**src/rtl/hsi_pkg.sv**
```systemverilog
// rtl/hsi_pkg.sv - shared types and widths for the coder arbitration path
package hsi_pkg;

   // Byte width shared by coder, payload_generator and coder_arbiter
   localparam int DATA_W = 8;

   typedef enum logic [1:0] {
      IDLE      = 2'd0,
      GRANT     = 2'd1,
      WAIT_ACK  = 2'd2,
      WAIT_DONE = 2'd3
   } arb_state_t;

endpackage

```
**src/rtl/rr_pick.sv**
```systemverilog
// rtl/rr_pick.sv - combinational rotating-priority picker
module rr_pick #(
   parameter  int N_REQ = 4,
   localparam int IW    = $clog2(N_REQ)
) (
   input  logic [N_REQ-1:0] req,
   input  logic [IW-1:0]    ptr,
   output logic [IW-1:0]    idx,
   output logic             any
);

   int pos;

   // Scan from the farthest offset back to ptr so the nearest set index wins
   always_comb begin
      idx = '0;
      any = 1'b0;
      pos = 0;
      for (int k = N_REQ - 1; k >= 0; k--) begin
         pos = int'(ptr) + k;
         if (pos >= N_REQ) begin
            pos = pos - N_REQ;
         end
         if (req[pos]) begin
            idx = IW'(pos);
            any = 1'b1;
         end
      end
   end

endmodule

```
**src/rtl/coder_arbiter.sv**
```systemverilog
// rtl/coder_arbiter.sv - round-robin, frame-granular sharing of the coder serialiser
module coder_arbiter #(
   parameter  int N_REQ   = 4,
   parameter  int DATA_W  = hsi_pkg::DATA_W,
   parameter  int TIMEOUT = 255,
   localparam int IW      = $clog2(N_REQ),
   localparam int CW      = $clog2(TIMEOUT + 1)
) (
   input  logic                    clk,
   input  logic                    n_rst,
   input  logic                    clk_en,
   input  logic [N_REQ-1:0]        req,
   input  logic [N_REQ-1:0]        last,
   input  logic [N_REQ*DATA_W-1:0] d,
   output logic [N_REQ-1:0]        busy,
   input  logic                    cd_busy,
   output logic [DATA_W-1:0]       cd_d,
   output logic                    cd_wr_en,
   output logic [IW-1:0]           owner,
   output logic                    active,
   output logic                    err
);

   import hsi_pkg::*;

   arb_state_t        state_q, state_d;
   logic [IW-1:0]     ptr_q, ptr_d;
   logic [IW-1:0]     owner_q, owner_d;
   logic              active_q, active_d;
   logic              wr_q, wr_d;
   logic              lst_q, lst_d;
   logic              err_q, err_d;
   logic [DATA_W-1:0] cdd_q, cdd_d;
   logic [CW-1:0]     cnt_q, cnt_d;

   logic [IW-1:0]     pick_idx;
   logic              pick_any;
   logic [IW-1:0]     owner_nxt;
   logic              xfer;
   logic [DATA_W-1:0] owner_byte;

   rr_pick #(.N_REQ(N_REQ)) u_pick (
      .req (req),
      .ptr (ptr_q),
      .idx (pick_idx),
      .any (pick_any)
   );

   // Explicit wrap so non-power-of-2 N_REQ never lands on an unused index
   assign owner_nxt  = (owner_q == IW'(N_REQ - 1)) ? '0 : owner_q + 1'b1;
   assign xfer       = (state_q == GRANT) && req[owner_q] && !cd_busy;
   assign owner_byte = d[int'(owner_q)*DATA_W +: DATA_W];

   // State register: everything freezes while clk_en is low
   always_ff @(posedge clk or negedge n_rst) begin
      if (!n_rst) begin
         state_q  <= IDLE;
         ptr_q    <= '0;
         owner_q  <= '0;
         active_q <= 1'b0;
         wr_q     <= 1'b0;
         lst_q    <= 1'b0;
         err_q    <= 1'b0;
         cdd_q    <= '0;
         cnt_q    <= '0;
      end else if (clk_en) begin
         state_q  <= state_d;
         ptr_q    <= ptr_d;
         owner_q  <= owner_d;
         active_q <= active_d;
         wr_q     <= wr_d;
         lst_q    <= lst_d;
         err_q    <= err_d;
         cdd_q    <= cdd_d;
         cnt_q    <= cnt_d;
      end
   end

   // Next-state: grant, byte hand-off, coder handshake and watchdog revocation
   always_comb begin
      state_d  = state_q;
      ptr_d    = ptr_q;
      owner_d  = owner_q;
      active_d = active_q;
      wr_d     = 1'b0;
      lst_d    = lst_q;
      err_d    = 1'b0;
      cdd_d    = cdd_q;
      cnt_d    = cnt_q;
      case (state_q)
         IDLE: begin
            if (pick_any) begin
               owner_d  = pick_idx;
               active_d = 1'b1;
               cnt_d    = '0;
               state_d  = GRANT;
            end
         end
         GRANT: begin
            if (xfer) begin
               cdd_d   = owner_byte;
               wr_d    = 1'b1;
               lst_d   = last[owner_q];
               cnt_d   = '0;
               state_d = WAIT_ACK;
            end else if (!req[owner_q]) begin
               // The TIMEOUT-th idle cycle revokes; the count never passes TIMEOUT-1
               if (cnt_q >= CW'(TIMEOUT - 1)) begin
                  err_d    = 1'b1;
                  active_d = 1'b0;
                  ptr_d    = owner_nxt;
                  cnt_d    = '0;
                  state_d  = IDLE;
               end else begin
                  cnt_d = cnt_q + 1'b1;
               end
            end
         end
         WAIT_ACK: begin
            // Coder raises busy during this cycle, so it is not looked at
            state_d = WAIT_DONE;
         end
         WAIT_DONE: begin
            if (!cd_busy) begin
               if (lst_q) begin
                  active_d = 1'b0;
                  ptr_d    = owner_nxt;
                  state_d  = IDLE;
               end else begin
                  state_d = GRANT;
               end
            end
         end
         default: state_d = IDLE;
      endcase
   end

   // Outputs: only the owner sees busy low, and only while the coder can accept
   always_comb begin
      busy = '1;
      if ((state_q == GRANT) && !cd_busy) begin
         busy[owner_q] = 1'b0;
      end
   end

   assign cd_d     = cdd_q;
   assign cd_wr_en = wr_q;
   assign owner    = owner_q;
   assign active   = active_q;
   assign err      = err_q;

endmodule
```
**config.mk**
```make
export PLATFORM = sky130hd
export DESIGN_NAME = coder_arbiter
export DESIGN_NICKNAME = d
export VERILOG_FILES = /design/src/rtl/hsi_pkg.sv /design/src/rtl/rr_pick.sv /design/src/rtl/coder_arbiter.sv
export SDC_FILE = /design/constraint.sdc
export NUM_CORES = 1
export LEC_CHECK = 0
export ABC_AREA = 1
export CAP_MARGIN = 30
export CORE_UTILIZATION = 40
export DETAILED_ROUTE_END_ITERATION = 16
export GPL_ROUTABILITY_DRIVEN = 0
export GPL_TIMING_DRIVEN = 0
export PLACE_DENSITY = 0.7
export SLEW_MARGIN = 20
export SYNTH_ARGS = -nofsm -noshare
export SYNTH_HDL_FRONTEND = slang
export SYNTH_SLANG_ARGS = --single-unit
```
**constraint.sdc**
```tcl
create_clock -name clk -period 1.6 [get_ports clk]
set_input_delay 0.32 -clock clk [delete_from_list [all_inputs] [get_ports clk]]
set_output_delay 0.32 -clock clk [all_outputs]
set_load 0.05 [all_outputs]
```
==> metrics.csv <==
stage,metric,value,unit
drt,Met2 Wirelength,3.05,mm
cts,Setup Buffers After CTS,14,
cts,CTS sink cnt,26,
sta,fin worst setup slack,-0.0513,ns
die,IO Count,61,
sta,# setup viols final,5,
finish,Non-clk bufs,99,
place,area post-placement,2740,um2
finish,ANT cells,0,
synth,Mapped Cells,307,
synth,Netlist Area Pre-Place,2030,um2
die,Tap Cells,67,
synth,synth unique cells,31,
finish,sequential share of cell area,20.5,%
sta,setup TNS,-0.179,ns
worst_setup_path,CP Cell Sequence,"buf_6, inv_4, buf_8, ha_4, nand2_2, buf_8",
power,Pwr Density,1620,nW/um2
finish,Max-area cell class,multi-input combinational cells,
synth,floorplan net count,357,
power,Combinational Power Share,71.5,%
power,P_comb,3710,uW
worst_setup_path,nature of the critical path startpoint,flop,
outcome,violated checks,negative setup slack,
finish,count of multi-input gates,239,
finish,Layout Nets,449,
place,Cells after DPL,434,
synth,Post-Synth AOI/OAI Area,12.3,%
finish,"Cell Count, Final, Fillers Out",465,
drt,vias per cell,4.96,
worst_setup_path,WP buf/inv,4,
finish,flop count,26,
power,cell internal pwr,2590,uW
synth,post-synth area from yosys stat,2030,um2
sta,Least-Margin Pin Slew,0.622,ns
sta,"Slew Viols, Final",0,
power,P_leak,0.00158,uW
finish,Top Layout Cells,"87 x nand2_1, 40 x clkdlybuf4s50_1, 31 x nor2_1",
outcome,status,"complete, but fails checks",
synth,Post-synth area hogs,"dfrtp_1 32%, nand2_1 18%, nand3_1 6.7%",
power,seq pwr,1040,uW
synth,Simple-Gate Area Share,42.2,%
**Supply network**

Drawn at 6 px/um. Pins as bars on the die edge.
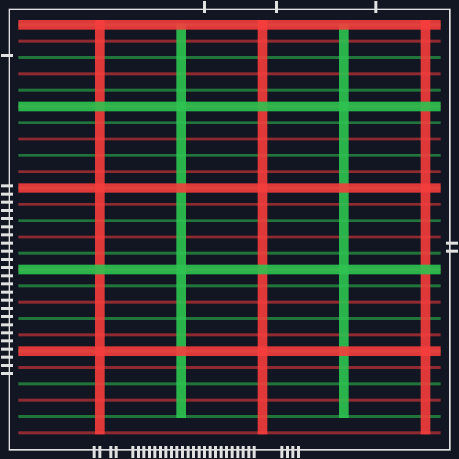
Key: red = VSS; green = VDD
The core has 25 rows. 5 straps on met4. 61 signal pins sit on the boundary.

**Routed clock nets over the placement**

Drawn at 8 px/um.
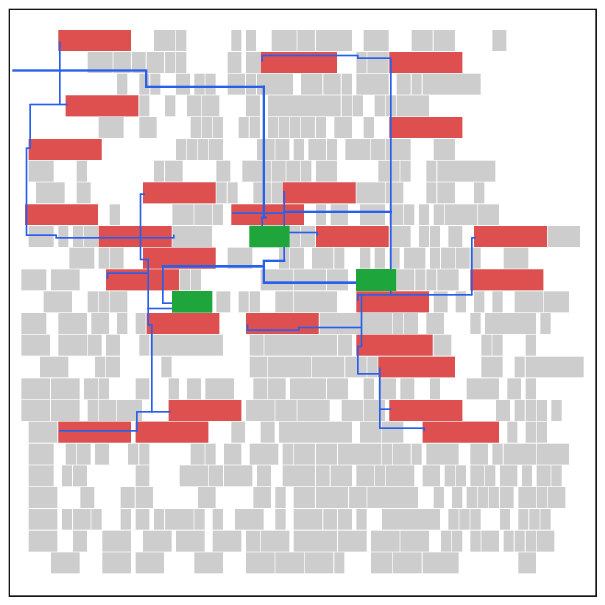
Key: blue = clock wires [length 341 um]; red = flip-flops [count 26]; green = cells driving clock nets [count 3]
There are 4 routed clock nets.
Clk pwr share: 8.4%
Worst-Skew Late Latency: 0.28 ns
clock-net power: 434 uW
Clock Skews: 0.0110 ns

**Congestion heat map**

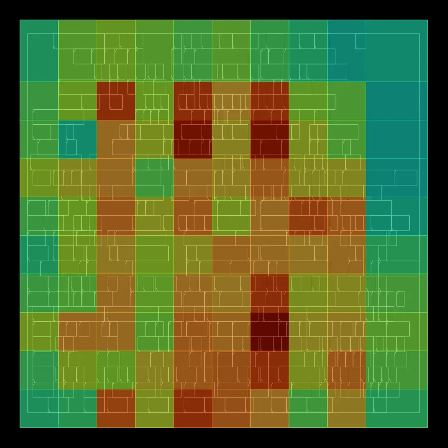
GR Layer Usage met2: 39.2%
Final Util: 66.9%
gr usage total: 22.3%
GRT busiest layer: met2
M3 GR Usage: 4.42%

**Local utilization**

Drawn at 4 px/um. 7 x 7 tiles, from white (low) to dark blue (high), 0 to 100% covered.
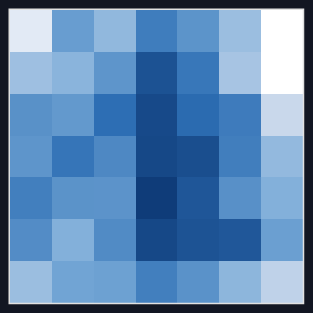
The mean over all tiles is 58%. The densest ninth of the die: middle. 20% of the tiles are over 75% full. The fullest tile reaches 95%. The emptiest ninth of the die: top right. 4.1% of the tiles are nearly empty.
Core Footprint: 4790 um2
fp_density: 42.4%

No activity file was given, so power comes from the tool's default toggle rates.
